--- config.mk ---
export PLATFORM = sky130hd
export DESIGN_NAME = au_decimator
export DESIGN_NICKNAME = d
export VERILOG_FILES = /design/src/rtl/au_decimator.sv
export SDC_FILE = /design/constraint.sdc
export NUM_CORES = 1
export LEC_CHECK = 0
export ABC_CLOCK_PERIOD_IN_PS = 8630
export CAP_MARGIN = 20
export CORE_MARGIN = 2
export CORE_UTILIZATION = 45
export DETAILED_ROUTE_END_ITERATION = 10
export PLACE_DENSITY = 0.75
export RECOVER_POWER = 25
export SETUP_SLACK_MARGIN = 0.02
export SLEW_MARGIN = 20
export SYNTH_ARGS = -nofsm -noshare
export SYNTH_HDL_FRONTEND = slang
export SYNTH_SLANG_ARGS = --single-unit
--- constraint.sdc ---
create_clock -name clk -period 8.63 [get_ports clk]
set_input_delay 1.726 -clock clk [delete_from_list [all_inputs] [get_ports clk]]
set_output_delay 1.726 -clock clk [all_outputs]
set_load 0.005 [all_outputs]
--- src/rtl/au_decimator.sv ---
// Integrate-and-dump audio decimator: sums N samples, shifts, saturates, emits one output per group.
// Stage 1 accumulates on clkEn; stage 2 shifts and saturates the dumped sum one clock later.
module au_decimator #(
  parameter int IN_WIDTH  = 18,
  parameter int OUT_WIDTH = 18,
  parameter int DEC_WIDTH = 15,
  parameter int ACC_WIDTH = IN_WIDTH + DEC_WIDTH
) (
  input  logic                 clk,
  input  logic                 reset,
  input  logic                 clkEn,
  input  logic [IN_WIDTH-1:0]  dataIn,
  input  logic [DEC_WIDTH-1:0] auDecimation,
  input  logic [5:0]           auShift,
  output logic [OUT_WIDTH-1:0] dataOut,
  output logic                 dataValid,
  output logic                 satFlag
);

  localparam int EXT_W = ACC_WIDTH - IN_WIDTH;
  localparam logic signed [ACC_WIDTH-1:0] MAX_POS =
    {{(ACC_WIDTH-OUT_WIDTH+1){1'b0}}, {(OUT_WIDTH-1){1'b1}}};
  localparam logic signed [ACC_WIDTH-1:0] MAX_NEG =
    {{(ACC_WIDTH-OUT_WIDTH+1){1'b1}}, {(OUT_WIDTH-1){1'b0}}};
  localparam logic [OUT_WIDTH-1:0] OUT_POS = {1'b0, {(OUT_WIDTH-1){1'b1}}};
  localparam logic [OUT_WIDTH-1:0] OUT_NEG = {1'b1, {(OUT_WIDTH-1){1'b0}}};

  logic signed [ACC_WIDTH-1:0] acc_q, acc_d;
  logic signed [ACC_WIDTH-1:0] sum_q, sum_d;
  logic [DEC_WIDTH-1:0]        cnt_q, cnt_d;
  logic                        dump_pend_q, dump_pend_d;
  logic [OUT_WIDTH-1:0]        out_q, out_d;
  logic                        valid_q, valid_d;
  logic                        sat_q, sat_d;

  logic [DEC_WIDTH-1:0]        nm1;
  logic signed [ACC_WIDTH-1:0] in_ext;
  logic [5:0]                  sh;
  logic signed [ACC_WIDTH-1:0] shifted;

  // Ratio 0 behaves as 1; >= lets a reduced ratio dump immediately instead of wrapping.
  assign nm1     = (auDecimation == '0) ? '0 : auDecimation - DEC_WIDTH'(1);
  assign in_ext  = {{EXT_W{dataIn[IN_WIDTH-1]}}, dataIn};
  assign sh      = (auShift > 6'(ACC_WIDTH)) ? 6'(ACC_WIDTH) : auShift;
  assign shifted = sum_q >>> sh;

  always_comb begin
    acc_d       = acc_q;
    cnt_d       = cnt_q;
    sum_d       = sum_q;
    dump_pend_d = 1'b0;
    if (clkEn) begin
      if (cnt_q >= nm1) begin
        sum_d       = acc_q + in_ext;
        acc_d       = '0;
        cnt_d       = '0;
        dump_pend_d = 1'b1;
      end else begin
        acc_d = acc_q + in_ext;
        cnt_d = cnt_q + DEC_WIDTH'(1);
      end
    end
  end

  always_comb begin
    out_d   = out_q;
    valid_d = 1'b0;
    sat_d   = 1'b0;
    if (dump_pend_q) begin
      valid_d = 1'b1;
      if (shifted > MAX_POS) begin
        out_d = OUT_POS;
        sat_d = 1'b1;
      end else if (shifted < MAX_NEG) begin
        out_d = OUT_NEG;
        sat_d = 1'b1;
      end else begin
        out_d = shifted[OUT_WIDTH-1:0];
      end
    end
  end

  always_ff @(posedge clk) begin
    if (reset) begin
      acc_q       <= '0;
      cnt_q       <= '0;
      sum_q       <= '0;
      dump_pend_q <= 1'b0;
      out_q       <= '0;
      valid_q     <= 1'b0;
      sat_q       <= 1'b0;
    end else begin
      acc_q       <= acc_d;
      cnt_q       <= cnt_d;
      sum_q       <= sum_d;
      dump_pend_q <= dump_pend_d;
      out_q       <= out_d;
      valid_q     <= valid_d;
      sat_q       <= sat_d;
    end
  end

  assign dataOut   = out_q;
  assign dataValid = valid_q;
  assign satFlag   = sat_q;

endmodule

clocks.png
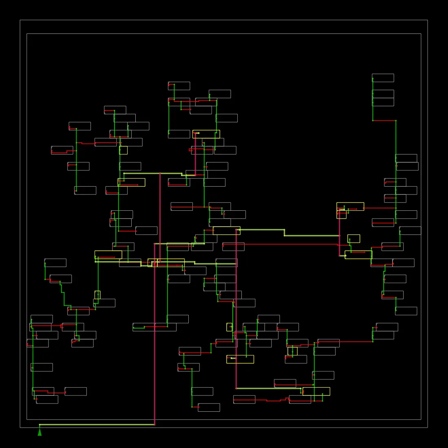
Clock buffer cells: 9
clk latency late pin: 0.36 ns
sequential cells: 102
number of clock sinks seen by CTS: 102
CTS Buf Count: 9

clk_routes.png
Scale: 4 px per µm.
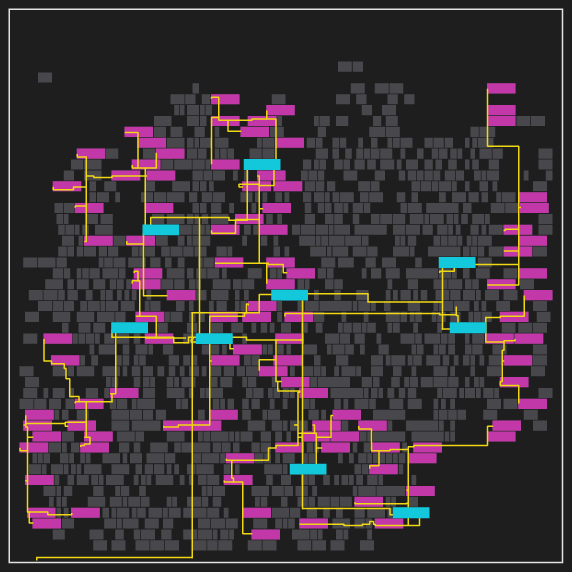
[clock drivers] cyan | count: 9
[flip-flops] magenta | count: 102
[clock wires] yellow | length: 1330 µm
flops lie: all over the die
Clk. pwr: 0.394 mW
part of the total power dissipated in the clock network: 30.1%
worst clock skew: 0.007523 ns

==> summary.rpt <==
====================================================================
Outcome ............................................... finished with violations
Failing checks ........................................ max-capacitance violations, max-slew violations
Logic gate fraction of the total cell area ............       62.57%
Final design area excluding fillers ................... 0.009055 mm²
Count of placed standard cells including taps .........         1275
Clk buf depth .........................................            2
All-layer global routing usage ........................       23.69%
Total placed instance area ............................ 0.008796 mm²
Setup tns final .......................................         0 ns
Critical Path Fanout Max ..............................           17
Count of fill cells added during filler insertion .....         1704
Sequential cell area share ............................       22.55%
Xor/xnor share of the synthesized area ................       5.318%
Max-slew violation count ..............................           81
Clock network area share ..............................       3.095%
Portion of netlist area occupied by mux cells .........       7.891%
Largest stage delay on the critical path ..............      1.87 ns
Highest-power group ...................................    registers
Net switching power ...................................    0.4515 mW
Detailed router's first-iteration violation count .....          648
Setup ws final ........................................     1.223 ns
Final ANT Viol Nets ...................................            0
Count of max-cap constraint violations ................            2
Power per cell area ................................... 144.5 mW/mm²
Synthesis area per yosys .............................. 0.008070 mm²
CTS-repair resized insts ..............................            0
Initial standard-cell utilization of the core .........       46.34%
Dominant comb cell .................................... AND-OR/OR-AND gates
FA/HA/MAJ Cells, Area Fraction ........................       7.845%
Topmost layer with routed signal wires ................         met4
Cell kind with the greatest summed area ............... multi-input combinational cells
Setup repair after global routing missed its margin ...           no
Area Growth Syn to Fin ................................       12.20%
Met1 Resource Use GR ..................................       31.46%
Slack of the worst reg-to-reg path ....................      4.67 ns
Maximum level of the CTS H-tree .......................            3
Final critical-path required period ...................     7.407 ns
Antenna violations before repair ......................            0
Detailed-route wire length on metal 1 .................      9925 µm
Sw Ratio ..............................................       34.50%
First-pass DRT Iterations .............................            5
Biggest area cells .................................... dfxtp_1 (25%), ha_1 (7.6%), nand2_1 (7.2%), a21oi_1 (5.6%), mux2i_1 (3.8%)
Top Ports .............................................           62
Number of instances in the synthesized netlist ........         1041
Pre-CTS setup slack ...................................     1.291 ns
Reported combinational group power ....................     0.408 mW
Yosys warnings ........................................            0
Total Wirelength ......................................     21820 µm
Global-route met2 utilization .........................       37.76%
Maximum clock frequency ...............................   0.1350 GHz
Vias per cell .........................................        6.147
Count of final setup violators ........................            0
Worst hold margin .....................................    0.4699 ns
Signal buffers ........................................           73
Internal Dissipation ..................................    0.8573 mW
Die Span Y ............................................     137.9 µm
Share of post-route cells with drive strength above 1 .       6.004%
Count of library flops with an enable pin .............            0
Count of unresolved DRC violations after routing ......            0
Worst-margin pin slew .................................     3.017 ns
====================================================================
placement_by_type.png
Scale: 3 px per µm. Fill, decap, tap and diode cells in gray.
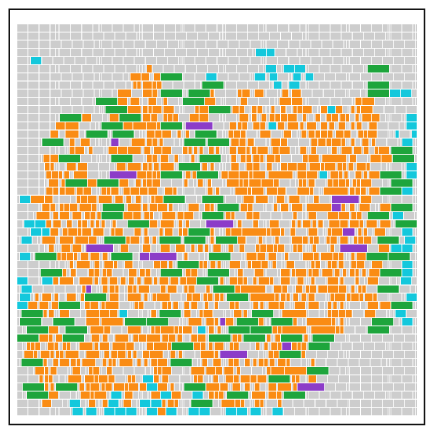
| class | color | cells |
|---|---|---|
| other buffers and delay cells | cyan | 73 |
| combinational and other logic | orange | 875 |
| flops | green | 102 |
| clock drivers and dummy loads | purple | 16 |

## state kept, by name, indices dropped and copies added (netlist names)
name         flops
dataOut         18
acc_q           33
sum_q           33
satFlag          1
dump_pend_q      1
dataValid        1
cnt_q           15
## worst register-to-register path, cell delays in order (launching register included)
cell       delay (ns)
dfxtp_1          0.34
ha_1             0.20
inv_1            0.06
fa_1             0.40
nor2b_1          0.21
o31ai_1          0.16
a2111oi_0        0.70
nor4_1           0.19
o21ai_0          0.49
a21oi_1          0.13
nor3_1           0.53
or3b_2           0.23
a31oi_1          0.07
## worst paths after layout
check        cells after the start        from          end
max                              9  auShift[2]  dataOut[15]
min                              2   acc_q[11]    acc_q[11]
max reg2reg                     12    acc_q[0]    acc_q[32]
min reg2reg                      2   acc_q[11]    acc_q[11]
Power figures rest on the tool's default switching activity, not on a simulated workload.
